[config.mk]
export PLATFORM = sky130hd
export DESIGN_NAME = instr_prefetch
export DESIGN_NICKNAME = d
export VERILOG_FILES = /design/src/rtl/instr_prefetch_pkg.sv /design/src/rtl/sync_fifo.sv /design/src/rtl/instr_prefetch.sv
export SDC_FILE = /design/constraint.sdc
export NUM_CORES = 1
export LEC_CHECK = 0
export ABC_AREA = 0
export CORE_AREA = 2 2 255 206
export CTS_CLUSTER_SIZE = 40
export DETAILED_ROUTE_END_ITERATION = 12
export DIE_AREA = 0 0 257 208
export GPL_TIMING_DRIVEN = 0
export SETUP_SLACK_MARGIN = 0.1
export SLEW_MARGIN = 20
export SYNTH_ARGS = -nofsm -noshare
export SYNTH_HDL_FRONTEND = slang
export SYNTH_SLANG_ARGS = --single-unit
export TNS_END_PERCENT = 10
[constraint.sdc]
create_clock -name clk -period 5.4 [get_ports clk]
set_input_delay 0.54 -clock clk [delete_from_list [all_inputs] [get_ports clk]]
set_output_delay 0.54 -clock clk [all_outputs]
set_load 0.05 [all_outputs]
[src/rtl/instr_prefetch_pkg.sv]
// Shared types for the instruction prefetch front end.
package instr_prefetch_pkg;

  localparam int INSTR_BYTES = 4;

  typedef struct packed {
    logic [31:0] pc;
    logic [31:0] instr;
  } fetch_entry_t;

  typedef enum logic [1:0] {
    IDLE,
    REQ,
    HOLD_STALE
  } prefetch_state_t;

endpackage

[src/rtl/sync_fifo.sv]
// Synchronous FIFO with a registered head word, flush and occupancy count.
// Shared between the instruction prefetcher and the load/store unit.
module sync_fifo #(
  parameter int WIDTH = 64,
  parameter int DEPTH = 4,
  localparam int AW = $clog2(DEPTH)
) (
  input  logic             clk,
  input  logic             rst,
  input  logic             push,
  input  logic [WIDTH-1:0] push_data,
  input  logic             pop,
  input  logic             flush,
  output logic             full,
  output logic             empty,
  output logic [AW:0]      count,
  output logic [WIDTH-1:0] head
);

  logic [WIDTH-1:0] r_mem [DEPTH];
  logic [AW-1:0]    r_rptr;
  logic [AW-1:0]    r_wptr;
  logic [AW:0]      r_count;
  logic [WIDTH-1:0] r_head;

  logic             w_do_push;
  logic             w_do_pop;
  logic [AW-1:0]    w_rptr_inc;

  assign full       = (r_count == (AW+1)'(DEPTH));
  assign empty      = (r_count == '0);
  assign count      = r_count;
  assign head       = r_head;
  assign w_do_pop   = pop && !empty;
  assign w_do_push  = push && (!full || w_do_pop);
  assign w_rptr_inc = r_rptr + 1'b1;

  always_ff @(posedge clk) begin
    if (w_do_push) r_mem[r_wptr] <= push_data;
  end

  // r_head always mirrors the entry that is at the read pointer after this edge.
  always_ff @(posedge clk or posedge rst) begin
    if (rst) begin
      r_rptr  <= '0;
      r_wptr  <= '0;
      r_count <= '0;
      r_head  <= '0;
    end else if (flush) begin
      r_rptr  <= '0;
      r_wptr  <= '0;
      r_count <= '0;
    end else begin
      if (w_do_push) r_wptr <= r_wptr + 1'b1;
      if (w_do_pop)  r_rptr <= w_rptr_inc;
      r_count <= r_count + (AW+1)'(w_do_push) - (AW+1)'(w_do_pop);
      if (w_do_pop) begin
        if (r_count > (AW+1)'(1))  r_head <= r_mem[w_rptr_inc];
        else if (w_do_push)        r_head <= push_data;
      end else if (empty && w_do_push) begin
        r_head <= push_data;
      end
    end
  end

endmodule

[src/rtl/instr_prefetch.sv]
// Instruction fetch front end: pipelined Avalon-MM word reads from a running PC,
// credit-limited buffering, and redirect handling that discards stale responses.
module instr_prefetch
  import instr_prefetch_pkg::*;
#(
  parameter int          DEPTH    = 4,
  parameter logic [31:0] RESET_PC = 32'h0000_0000
) (
  input  logic        clk,
  input  logic        rst,
  output logic [31:0] avm_address,
  output logic        avm_read,
  input  logic        avm_waitrequest,
  input  logic [31:0] avm_readdata,
  input  logic        avm_readdatavalid,
  input  logic        redirect_valid,
  input  logic [31:0] redirect_pc,
  output logic        out_valid,
  output logic [31:0] out_pc,
  output logic [31:0] out_instr,
  input  logic        out_ready
);

  localparam int CW = $clog2(DEPTH) + 1;

  prefetch_state_t r_state;
  logic [31:0]     r_fetch_pc;
  logic [31:0]     r_resp_pc;
  logic [31:0]     r_avm_address;
  logic            r_avm_read;
  logic [CW-1:0]   r_outstanding;
  logic [CW-1:0]   r_discard;

  logic            w_accept;
  logic            w_keep;
  logic            w_pop;
  logic            w_credit;
  logic [31:0]     w_redir_pc;
  logic [31:0]     w_fetch_pc_next;
  logic [CW-1:0]   w_out_next;
  logic [CW-1:0]   w_fifo_cnt_next;
  logic [CW:0]     w_credit_sum;
  logic [CW-1:0]   w_fifo_count;
  logic            w_fifo_empty;
  logic            w_fifo_full;
  fetch_entry_t    w_push_entry;
  fetch_entry_t    w_head;

  assign w_accept     = r_avm_read && !avm_waitrequest;
  assign w_keep       = avm_readdatavalid && (r_discard == '0) && !redirect_valid;
  assign w_pop        = !w_fifo_empty && out_ready;
  assign w_redir_pc   = {redirect_pc[31:2], 2'b00};
  assign w_push_entry = '{pc: r_resp_pc, instr: avm_readdata};

  assign w_fetch_pc_next = redirect_valid                  ? w_redir_pc :
                           (w_accept && r_state == REQ)    ? r_fetch_pc + 32'(INSTR_BYTES) :
                                                             r_fetch_pc;

  // Credit is judged on the occupancy this cycle leaves behind.
  assign w_out_next      = r_outstanding + CW'(w_accept) - CW'(avm_readdatavalid);
  assign w_fifo_cnt_next = redirect_valid ? '0
                                          : w_fifo_count + CW'(w_keep) - CW'(w_pop);
  assign w_credit_sum    = {1'b0, w_out_next} + {1'b0, w_fifo_cnt_next};
  assign w_credit        = (w_credit_sum < (CW+1)'(DEPTH)) && !(w_fifo_full && !w_pop);

  always_ff @(posedge clk or posedge rst) begin
    if (rst) begin
      r_state       <= IDLE;
      r_fetch_pc    <= RESET_PC;
      r_resp_pc     <= RESET_PC;
      r_outstanding <= '0;
      r_discard     <= '0;
      r_avm_read    <= 1'b0;
      r_avm_address <= RESET_PC;
    end else begin
      r_fetch_pc    <= w_fetch_pc_next;
      r_outstanding <= w_out_next;

      if (redirect_valid)  r_resp_pc <= w_redir_pc;
      else if (w_keep)     r_resp_pc <= r_resp_pc + 32'(INSTR_BYTES);

      // A redirect disowns everything still in flight, including this cycle's accept.
      if (redirect_valid)
        r_discard <= w_out_next;
      else
        r_discard <= r_discard + CW'(w_accept && r_state == HOLD_STALE)
                               - CW'(avm_readdatavalid && r_discard != '0);

      case (r_state)
        IDLE: begin
          if (w_credit) begin
            r_state       <= REQ;
            r_avm_read    <= 1'b1;
            r_avm_address <= w_fetch_pc_next;
          end
        end
        REQ: begin
          if (!w_accept) begin
            if (redirect_valid) r_state <= HOLD_STALE;
          end else if (w_credit) begin
            r_avm_address <= w_fetch_pc_next;
          end else begin
            r_state    <= IDLE;
            r_avm_read <= 1'b0;
          end
        end
        HOLD_STALE: begin
          if (w_accept) begin
            if (w_credit) begin
              r_state       <= REQ;
              r_avm_address <= w_fetch_pc_next;
            end else begin
              r_state    <= IDLE;
              r_avm_read <= 1'b0;
            end
          end
        end
        default: begin
          r_state    <= IDLE;
          r_avm_read <= 1'b0;
        end
      endcase
    end
  end

  sync_fifo #(
    .WIDTH ($bits(fetch_entry_t)),
    .DEPTH (DEPTH)
  ) u_fifo (
    .clk       (clk),
    .rst       (rst),
    .push      (w_keep),
    .push_data (w_push_entry),
    .pop       (w_pop),
    .flush     (redirect_valid),
    .full      (w_fifo_full),
    .empty     (w_fifo_empty),
    .count     (w_fifo_count),
    .head      (w_head)
  );

  assign avm_read    = r_avm_read;
  assign avm_address = r_avm_address;
  assign out_valid   = !w_fifo_empty;
  assign out_pc      = w_head.pc;
  assign out_instr   = w_head.instr;

endmodule

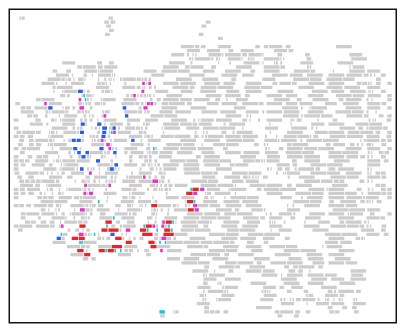
Fig. 1. Selected gate families.
Drawn at 1.5 px/um.
Cyan is inv cells, cells 25. Red is fa/ha/maj cells, cells 26. Blue is non-inverting ao/oa cells, cells 26, where middle left. Magenta is and/or cells, cells 35.
most common logic cell in the routed design: sky130_fd_sc_hd__edfxtp_1
share of cell area taken by multi-input logic gates: 25.57%
non-filler cells in the finished layout: 2,135

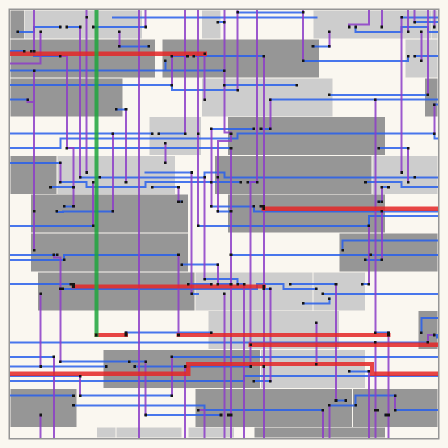
Fig. 2. Close-up of the layout.
Window x 114 to 144, y 89 to 119 um. Cells in gray, sequential cells in the stronger gray; small squares are vias.
Purple is metal 2. Blue is metal 1. Red is metal 3. Green is metal 4.
Netlist names of flops here include u_fifo.r_mem (13), r_resp_pc (1). Most frequent: edfxtp_1 (13), mux4_2 (5), mux2i_1 (3). Sequential cells in the window: 14. 26 logic cells have their middle in the window.

## cell usage in the layout (no fill, tap or decap), types with 11 or more instances in the layout
| master | Yosys | final |
|---|---|---|
| sky130_fd_sc_hd__buf_2 | 15 | 15 |
| sky130_fd_sc_hd__inv_1 | 24 | 23 |
| sky130_fd_sc_hd__nor4_1 | 13 | 13 |
| sky130_fd_sc_hd__nor2_1 | 72 | 72 |
| sky130_fd_sc_hd__nand2_1 | 111 | 111 |
| sky130_fd_sc_hd__nor2b_1 | 13 | 13 |
| sky130_fd_sc_hd__o31a_1 | 11 | 11 |
| sky130_fd_sc_hd__nand4_1 | 27 | 27 |
| sky130_fd_sc_hd__xor2_1 | 18 | 18 |
| sky130_fd_sc_hd__dfrtp_1 | 172 | 172 |
| sky130_fd_sc_hd__nand3_1 | 15 | 15 |
| sky130_fd_sc_hd__o21ai_0 | 71 | 71 |
| sky130_fd_sc_hd__xnor2_1 | 21 | 21 |
| sky130_fd_sc_hd__mux2i_1 | 66 | 66 |
| sky130_fd_sc_hd__clkbuf_1 | 37 | 50 |
| sky130_fd_sc_hd__clkdlybuf4s50_1 | 0 | 162 |
| sky130_fd_sc_hd__a21oi_1 | 23 | 23 |
| sky130_fd_sc_hd__nor3_1 | 16 | 16 |
| sky130_fd_sc_hd__clkbuf_16 | 0 | 45 |
| sky130_fd_sc_hd__mux4_2 | 62 | 62 |
| sky130_fd_sc_hd__o31ai_1 | 18 | 18 |
| sky130_fd_sc_hd__ha_1 | 22 | 22 |
| sky130_fd_sc_hd__mux2_2 | 24 | 24 |
| sky130_fd_sc_hd__edfxtp_1 | 248 | 248 |
## synth_stat cells (21+ instances only)
master / number / area share (%)
sky130_fd_sc_hd__nand4_1: 27 / 0.96
sky130_fd_sc_hd__mux4_2: 62 / 7.9
sky130_fd_sc_hd__ha_1: 22 / 1.6
sky130_fd_sc_hd__xnor2_1: 21 / 1.0
sky130_fd_sc_hd__mux2i_1: 66 / 3.7
sky130_fd_sc_hd__a21oi_1: 23 / 0.65
sky130_fd_sc_hd__dfrtp_1: 172 / 24
sky130_fd_sc_hd__edfxtp_1: 248 / 42
sky130_fd_sc_hd__o21ai_0: 71 / 2.0
sky130_fd_sc_hd__nor2_1: 72 / 1.5
sky130_fd_sc_hd__inv_1: 24 / 0.51
sky130_fd_sc_hd__nand2_1: 111 / 2.4
sky130_fd_sc_hd__mux2_2: 24 / 1.5
sky130_fd_sc_hd__clkbuf_1: 37 / 0.79
## flip-flops by register name (all words and copies together), names as in the netlist, 3 cells and up
signal         cells
r_fetch_pc        32
r_outstanding      3
u_fifo.head       62
r_discard          3
r_resp_pc         30
u_fifo.r_mem     248
u_fifo.count       3
avm_address       32
## cell type report
class	count	area [um^2]
multi-input combinational	695	5563
buffer	62	266.5
tap	684	855.8
clock buffer	62	1230
sequential	420	11750
timing repair buffer	167	1737
inverter	25	101.3
fill	4601	29070
clock inverter	20	252.7
## power breakdown
part	switching (mW)	internal (mW)	leakage, nW
registers	0.342	3.92	4.29
clock network	1.26	1.84	0.729
logic	2.53	1.46	2.69
==> results.toml <==
# flow metrics
[worst_setup_path]
cp-start-kind = "input pin"
reg2reg_from = "u_fifo.count[0]$_DFF_PP0_"
reg2reg_depth = 15

[die]
rows = 74
floorplan.die_area_mm2 = 0.05346

[yosys]
yosys_area_mm2 = 0.01766
synth_warnings = 0
post_synth_inst_count = 1201
syn_area_mm2 = 0.01766
netlist-cell-type-count = 62
yosysCellCount = 1201

[clock_network]
tritoncts = "yes"
ctsHoldBuffers = 0

[timing]
finClkSkew_ns = 0.01597
postLayoutSetupSlackWorst_ns = 0.7543
finalClockPeriodUsage_pct = 86.03

[place]
postPlaceCellArea_mm2 = 0.02027
dpl.hpwl_mm = 28.61
placement.io_buffers = 162

[global_route]
grt_use_total_pct = 15.77
grt_max_degree = 88

[pwr]
finalPower_mw = 11.35

[route]
detail_route.vias_per_cell = 5.032
drt_iter0_markers = 837

[run_status]
status = "complete, no violations"

[final_layout]
layout.core_utilization_pct = 42.80

[hold_path]
hold_path_startpoint = "u_fifo.head[10]$_DFFE_PP0P_"
No activity file was given, so power comes from the tool's default toggle rates.
